--- config.mk ---
export PLATFORM = sky130hd
export DESIGN_NAME = sum_uart_reporter
export DESIGN_NICKNAME = d
export VERILOG_FILES = /design/src/rtl/sum_uart_pkg.sv /design/src/rtl/uart_tx_byte.sv /design/src/rtl/sum_uart_reporter.sv
export SDC_FILE = /design/constraint.sdc
export NUM_CORES = 1
export LEC_CHECK = 0
export ABC_AREA = 1
export CORE_AREA = 4 4 66 68
export CTS_CLUSTER_SIZE = 24
export DETAILED_ROUTE_END_ITERATION = 8
export DIE_AREA = 0 0 70 72
export HOLD_SLACK_MARGIN = 0.03
export PLACE_DENSITY = 0.79
export REMOVE_ABC_BUFFERS = 1
export SETUP_SLACK_MARGIN = 0.4
export SKIP_CTS_REPAIR_TIMING = 1
export SLEW_MARGIN = 25
export SYNTH_ARGS = -nofsm -noshare
export SYNTH_HDL_FRONTEND = slang
export SYNTH_HIERARCHICAL = 1
export SYNTH_SLANG_ARGS = --single-unit
--- constraint.sdc ---
create_clock -name clk -period 5.3 [get_ports clk]
set_clock_uncertainty 0.05 [all_clocks]
set_input_delay 1.06 -clock clk [delete_from_list [all_inputs] [get_ports clk]]
set_output_delay 1.06 -clock clk [all_outputs]
set_load 0.005 [all_outputs]
--- src/rtl/sum_uart_pkg.sv ---
// Shared constants, state encoding and decimal-split helpers for the sum UART reporter.
package sum_uart_pkg;

    localparam logic [7:0] ASCII_ZERO  = 8'h30;
    localparam logic [7:0] ASCII_CR    = 8'h0D;
    localparam logic [7:0] ASCII_LF    = 8'h0A;
    localparam int         FRAME_BYTES = 4;

    typedef enum logic [1:0] {IDLE, START, DATA, STOP} tx_state_t;

    // Out-of-range 31 lands in the top bucket and so reads as "31".
    function automatic logic [1:0] tens_of(input logic [4:0] value);
        if (value < 5'd10)      return 2'd0;
        else if (value < 5'd20) return 2'd1;
        else if (value < 5'd30) return 2'd2;
        else                    return 2'd3;
    endfunction

    function automatic logic [3:0] ones_of(input logic [4:0] value);
        logic [4:0] rem;
        case (tens_of(value))
            2'd0:    rem = value;
            2'd1:    rem = value - 5'd10;
            2'd2:    rem = value - 5'd20;
            default: rem = value - 5'd30;
        endcase
        return rem[3:0];
    endfunction

endpackage

--- src/rtl/uart_tx_byte.sv ---
// 8N1 byte serializer with a valid/ready byte handshake; tx is registered.
// ready rises in the last cycle of the stop bit so a following byte starts with no gap.
module uart_tx_byte
    import sum_uart_pkg::*;
#(
    parameter int CLKS_PER_BIT = 5208
) (
    input  logic       clk,
    input  logic       rst_n,
    input  logic [7:0] dat,
    input  logic       vld,
    output logic       rdy,
    output logic       tx
);

    localparam int             CW   = (CLKS_PER_BIT > 1) ? $clog2(CLKS_PER_BIT) : 1;
    localparam logic [CW-1:0]  LAST = CW'(CLKS_PER_BIT - 1);

    tx_state_t     state;
    logic [CW-1:0] cnt;
    logic [2:0]    bit_idx;
    logic [7:0]    shift;
    logic          bit_end;

    assign bit_end = (cnt == LAST);
    assign rdy     = (state == IDLE) || (state == STOP && bit_end);

    always_ff @(posedge clk or negedge rst_n) begin
        if (!rst_n) begin
            state   <= IDLE;
            cnt     <= '0;
            bit_idx <= '0;
            shift   <= '0;
            tx      <= 1'b1;
        end else if (vld && rdy) begin
            shift   <= dat;
            state   <= START;
            cnt     <= '0;
            bit_idx <= '0;
            tx      <= 1'b0;
        end else if (state != IDLE) begin
            if (!bit_end) begin
                cnt <= cnt + 1'b1;
            end else begin
                cnt <= '0;
                case (state)
                    START: begin
                        state   <= DATA;
                        bit_idx <= '0;
                        tx      <= shift[0];
                    end
                    DATA: begin
                        if (bit_idx == 3'd7) begin
                            state <= STOP;
                            tx    <= 1'b1;
                        end else begin
                            bit_idx <= bit_idx + 3'd1;
                            tx      <= shift[bit_idx + 3'd1];
                        end
                    end
                    default: begin
                        state <= IDLE;
                        tx    <= 1'b1;
                    end
                endcase
            end
        end
    end

endmodule

--- src/rtl/sum_uart_reporter.sv ---
// Latches the adder sum on a send request and transmits "DD\r\n" over 8N1 UART.
// Requests arriving while busy are dropped; busy spans the whole 40-bit frame.
module sum_uart_reporter
    import sum_uart_pkg::*;
#(
    parameter int CLKS_PER_BIT = 5208
) (
    input  logic       clk,
    input  logic       rst_n,
    input  logic [4:0] sum,
    input  logic       send,
    output logic       tx,
    output logic       busy,
    output logic [4:0] latched_sum
);

    logic [1:0] tens;
    logic [3:0] ones;
    logic [1:0] byte_idx;
    logic       accept;
    logic       ser_vld;
    logic       ser_rdy;
    logic [7:0] ser_dat;

    assign accept  = send && !busy;
    // byte_idx holds the next byte to hand off; it wraps to 0 once the LF has been taken.
    assign ser_vld = accept || (busy && byte_idx != 2'd0);

    // The first byte is handed off on the accepting edge, so it comes from the live sum.
    always_comb begin
        ser_dat = ASCII_ZERO + {6'd0, tens_of(sum)};
        if (busy) begin
            case (byte_idx)
                2'd1:    ser_dat = ASCII_ZERO + {4'd0, ones};
                2'd2:    ser_dat = ASCII_CR;
                2'd3:    ser_dat = ASCII_LF;
                default: ser_dat = ASCII_ZERO + {6'd0, tens};
            endcase
        end
    end

    always_ff @(posedge clk or negedge rst_n) begin
        if (!rst_n) begin
            busy        <= 1'b0;
            latched_sum <= '0;
            tens        <= '0;
            ones        <= '0;
            byte_idx    <= '0;
        end else if (accept) begin
            busy        <= 1'b1;
            latched_sum <= sum;
            tens        <= tens_of(sum);
            ones        <= ones_of(sum);
            byte_idx    <= 2'd1;
        end else if (busy && ser_rdy) begin
            if (byte_idx == 2'd0) busy <= 1'b0;
            else                  byte_idx <= byte_idx + 2'd1;
        end
    end

    uart_tx_byte #(
        .CLKS_PER_BIT(CLKS_PER_BIT)
    ) u_tx (
        .clk   (clk),
        .rst_n (rst_n),
        .dat   (ser_dat),
        .vld   (ser_vld),
        .rdy   (ser_rdy),
        .tx    (tx)
    );

endmodule

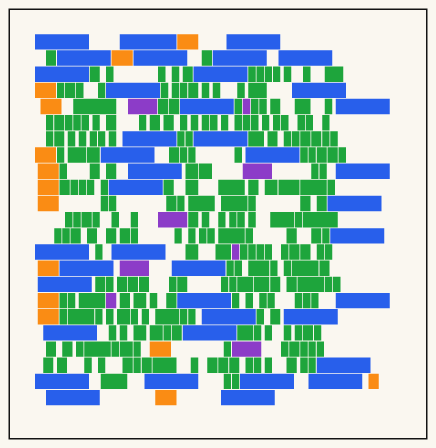
Run 1: placed cells, one colour a class
orange -> remaining buffers and delay cells  # cells 14, share of their area 5.4%
purple -> clock drivers and dummy loads  # cells 8, share of their area 3.3%
green -> combinational and other logic  # cells 256, share of their area 51%
blue -> sequential cells  # cells 40, share of their area 40%
flop share of the area: 0.394
Final Core Density: 0.660

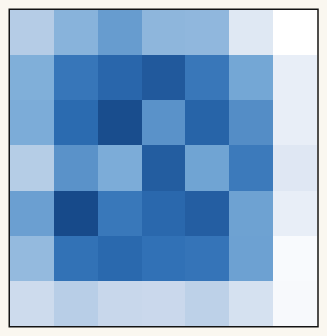
Run 1: cell area per tile
The die is cut into 7 by 7 equal tiles; white is low, dark blue is high, 0 to 100% covered.
fullest tile = 90%
tiles over 75% full = 20%
densest ninth of the die = middle
nearly empty tiles = 2.0%
core utilization before placement: 0.600
Std-Cell Core Area: 0.00386 mm^2

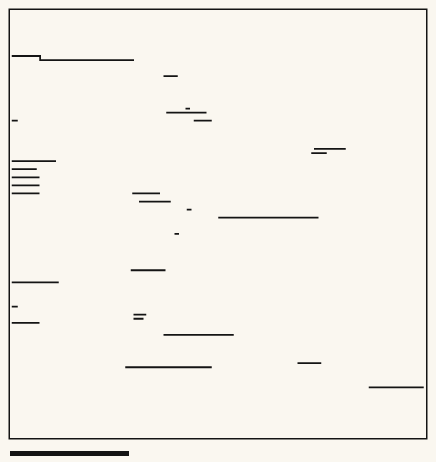
Run 1: the metal 3 layer
The bar under the picture is 20 um long.
nets with wire on the layer = 23
share of all routed wire = 3.6%
post-detailed-routing wire length: 4190 um
GR Layer Usage met3: 0.0360
overall via count from detail_route: 1903

==> changes_impl.md, run 1 <==
### Physical design

* Row count at 23
* Post-synth area hogs: sky130_fd_sc_hd__dfrtp_1, sky130_fd_sc_hd__nand2_1, sky130_fd_sc_hd__inv_1
* Setup CP Type: input port to flop
* Chip area in the Yosys report at 0.00231 mm^2
* Logic depth of the worst setup path including buffers at 7
* Seq share, synth at 0.433
* Met1 Usage GRT at 0.236
* Count of buffer and inverter cells on the critical path at 2
* Clock Sinks at around 40
* Post-synthesis area per instance at about 7.7 um^2
* Fraction of area in clock buffers and inverters at 0.0320
* Setup violations, final at 0
* Data required time of the critical path at 5.43 ns
* Highest metal layer with signal wires: met4
* Dominant comb cell: simple AND/OR/NAND/NOR gates
* Proportion of final cell area spent on non-clock buffers at 0.0531
* Crit path to: u_tx/cnt[11]$_DFFE_PN0P_
* Yosys reg bits at around 40
* Total standard cell area after synthesis at 0.00231 mm^2
* Mapped Cells at roughly 300
* Arrival time worst endpoint at approximately 2.7 ns
* Total count of hold-check failures in the final report at 0
* Largest fanout on the critical path at 19
* CLK BUF at 7
* Transition time at the pin with the least slew margin at 0.857 ns
* Outcome: complete, no violations
* Comb pwr at slightly above 0.0006 W
* Library cell with the highest instance count after synthesis: sky130_fd_sc_hd__nand2_1
* Post-route insts no fill at 368
* Portion of total power attributed to combinational logic at 0.469
* Die area at 0.00504 mm^2
* Final global-route overflow total at 0
* Area occupied by registers at ~0.001 mm^2
* Synth Area in XOR/XNOR at 0.0114
* Top cells by count, synth: sky130_fd_sc_hd__nand2_1, sky130_fd_sc_hd__dfrtp_1, sky130_fd_sc_hd__inv_1
* Power of the sequential group at roughly 0.0005 W
* Antenna violations before repair at 0
* P&R area growth vs syn at 9.95%
* Clk pwr at about 0.00019 W
* Chip Height at between 70 and 80 um
* FF-to-FF Start: u_tx/cnt[0]$_DFFE_PN0P_
* Final WS setup at ~2.7 ns
* DP Wirelength at about 3100 um
* Slowest CP cell: sky130_fd_sc_hd__clkdlybuf4s50_1
* WL met3 at approximately 150 um
* Met2 track utilization from global routing at 0.310
* Number of synthesized flops with an enable pin at 0
* Clock insertion delay at the later pin of the skew report at between 0.2 and 0.3 ns
* Worst hold stages at 2
* Final antenna-violating net count at 0
* Busiest layer in global routing: met2
* Max-area cell class: multi-input combinational cells
* Synth area leader: sky130_fd_sc_hd__dfrtp_1
* Wire length of the first global-routing pass at 7690 um
* Critical path's largest stage delay at 0.50 ns
* Max-cap violations at 0
* Post-layout nets at between 300 and 400
* Final standard cell area without fillers at between 0.002 and 0.003 mm^2
* Worst hold path startpoint: u_tx/tx$_DFFE_PN1P_
* Maximum frequency from static timing analysis at around 0.39 GHz
* Input/output buffers at 14
* Metal1 wirelength at slightly below 2000 um
* Count of distinct cell types in the synthesized netlist at 34
* Filler Cells Inserted at between 300 and 400
* Worst hold-check slack at roughly 0.42 ns
* Warning count from the yosys run at 6
==> run 2: changes to the inputs <==
Settings changed: CORE_AREA 4 4 66 68 to 4 4 68 70, DIE_AREA 0 0 70 72 to 0 0 72 74, PLACE_DENSITY 0.79 to 0.75.
Clock period 5.3 ns to 2.55 ns, I/O delays scaled along.
==> run 2 against run 1 <==
  * Non-clock buffer count is 4 higher
  * Synthesized cell count stayed put
  * Flip-flop count stayed put
  * Count of clock-buffer cells in the layout stayed put
  * Via count is 2.0% lower
  * Highest routed layer unchanged
  * Power is 120% higher
  * Register-to-register slack worse by 2.5 ns
  * Combinational power is 120% higher
  * Largest power group unchanged
  * Final area is 3.0% higher
  * Critical endpoint is now ones[3]$_DFFE_PN0P_
==> changes_impl.md, run 2 <==
### Physical design

* Outcome: complete, no violations
* Count of distinct cell types in the synthesized netlist at 34
* Top contributor to total power: combinational cells
* Post-synthesis area per instance at roughly 7.7 um^2
* Metal1 wirelength at 2080 um
* FF-to-FF Start: byte_idx[0]$_DFFE_PN0P_
* Maximum frequency from static timing analysis at about 0.5 GHz
* Switching Share at 0.403
* Logic depth of the worst setup path including buffers at 8
* Dominant comb cell: simple AND/OR/NAND/NOR gates
* Fin. max-slew vios at 0
* Setup CP Type: input port to flop
* Most numerous logic cell after layout: sky130_fd_sc_hd__nand2_1
* Seq share, synth at 0.433
* Warning count from the yosys run at 6
* Filler Cells Inserted at 336
* Mapped Cells at between 300 and 400
* Number of synthesized flops with an enable pin at 0
* Input/output buffers at 14
* Clk pwr at between 0.0005 and 0.0006 W
* Yosys reg bits at about 40
* Synth Area in XOR/XNOR at 0.0114
* Proportion of final cell area spent on non-clock buffers at 0.0630
* Chip area in the Yosys report at around 0.0023 mm^2
* Arrival time worst endpoint at around 2.2 ns
* Top library cells by usage in the layout, fill and taps aside: sky130_fd_sc_hd__nand2_1, sky130_fd_sc_hd__dfrtp_1, sky130_fd_sc_hd__inv_1
* Setup violations, final at 0
* Met1 Usage GRT at 0.235
* Top cells by count, synth: sky130_fd_sc_hd__nand2_1, sky130_fd_sc_hd__dfrtp_1, sky130_fd_sc_hd__inv_1
* Final global-route overflow total at 0
* Crit path to: ones[3]$_DFFE_PN0P_
* CLK BUF at 7
* Wire length of the first global-routing pass at between 7000 and 8000 um
* Slowest CP cell: sky130_fd_sc_hd__clkdlybuf4s50_1
* Post-layout nets at about 340
* WL met3 at roughly 160 um
* Total count of hold-check failures in the final report at 0
* Final antenna-violating net count at 0
* Area occupied by registers at between 0.001 and 0.0015 mm^2
* Library cell with the highest instance count after synthesis: sky130_fd_sc_hd__nand2_1
* Die area at 0.00533 mm^2
* Comb pwr at 0.00134 W
* P&R area growth vs syn at 13.3%
* Largest fanout on the critical path at 5
* Fraction of area in clock buffers and inverters at 0.0482
* Std-Cell Core Area at 0.00397 mm^2
* Count of buffer and inverter cells on the critical path at 1
* Data required time of the critical path at ~2.7 ns
* Post-route insts no fill at 372
* Antenna violations before repair at 0
* Portion of total power attributed to combinational logic at 0.455
* Transition time at the pin with the least slew margin at 0.874 ns
* Highest metal layer with signal wires: met4
* Total standard cell area after synthesis at between 0.002 and 0.0025 mm^2
* Critical path's largest stage delay at roughly 0.56 ns
* Clock Sinks at roughly 40
* Remaining routing DRC violations at 0
* Power of the sequential group at around 0.0011 W
* Final WS setup at around 0.53 ns
* Max-cap violations at 0
* Clock insertion delay at the later pin of the skew report at between 0.2 and 0.3 ns
* Chip Height at approximately 74 um
* Worst hold-check slack at 0.290 ns
* Post-synth area hogs: sky130_fd_sc_hd__dfrtp_1, sky130_fd_sc_hd__nand2_1, sky130_fd_sc_hd__inv_1
* Max-area cell class: multi-input combinational cells
* Core utilization before placement at 0.583
* Setup TNS after final layout at 0 ns
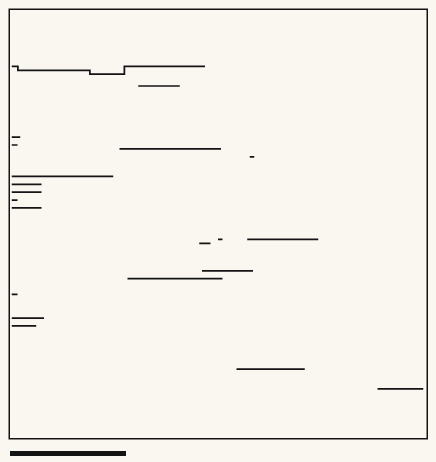
Run 2: the metal 3 layer
The bar under the picture is 20 um long.
main direction = horizontal
nets with wire on the layer = 17
longest straight run = 17.2 um
wire length on this layer = 162 um
share of all routed wire = 3.8%
overall via count from detail_route: 1864
GR Layer Usage met3: 0.0459
post-detailed-routing wire length: 4250 um

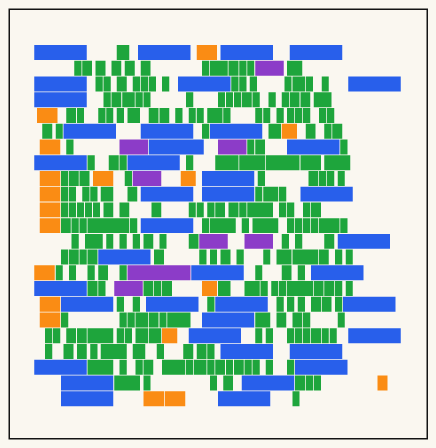
Run 2: placed cells, one colour a class
purple -> clock drivers and dummy loads  # cells 8, share of their area 4.9%
green -> combinational and other logic  # cells 256, share of their area 49%
orange -> remaining buffers and delay cells  # cells 18, share of their area 6.5%
blue -> sequential cells  # cells 40, share of their area 39%
Final Core Density: 0.660
row count: 23
flop share of the area: 0.382

Power and IR drop assume default switching activity.
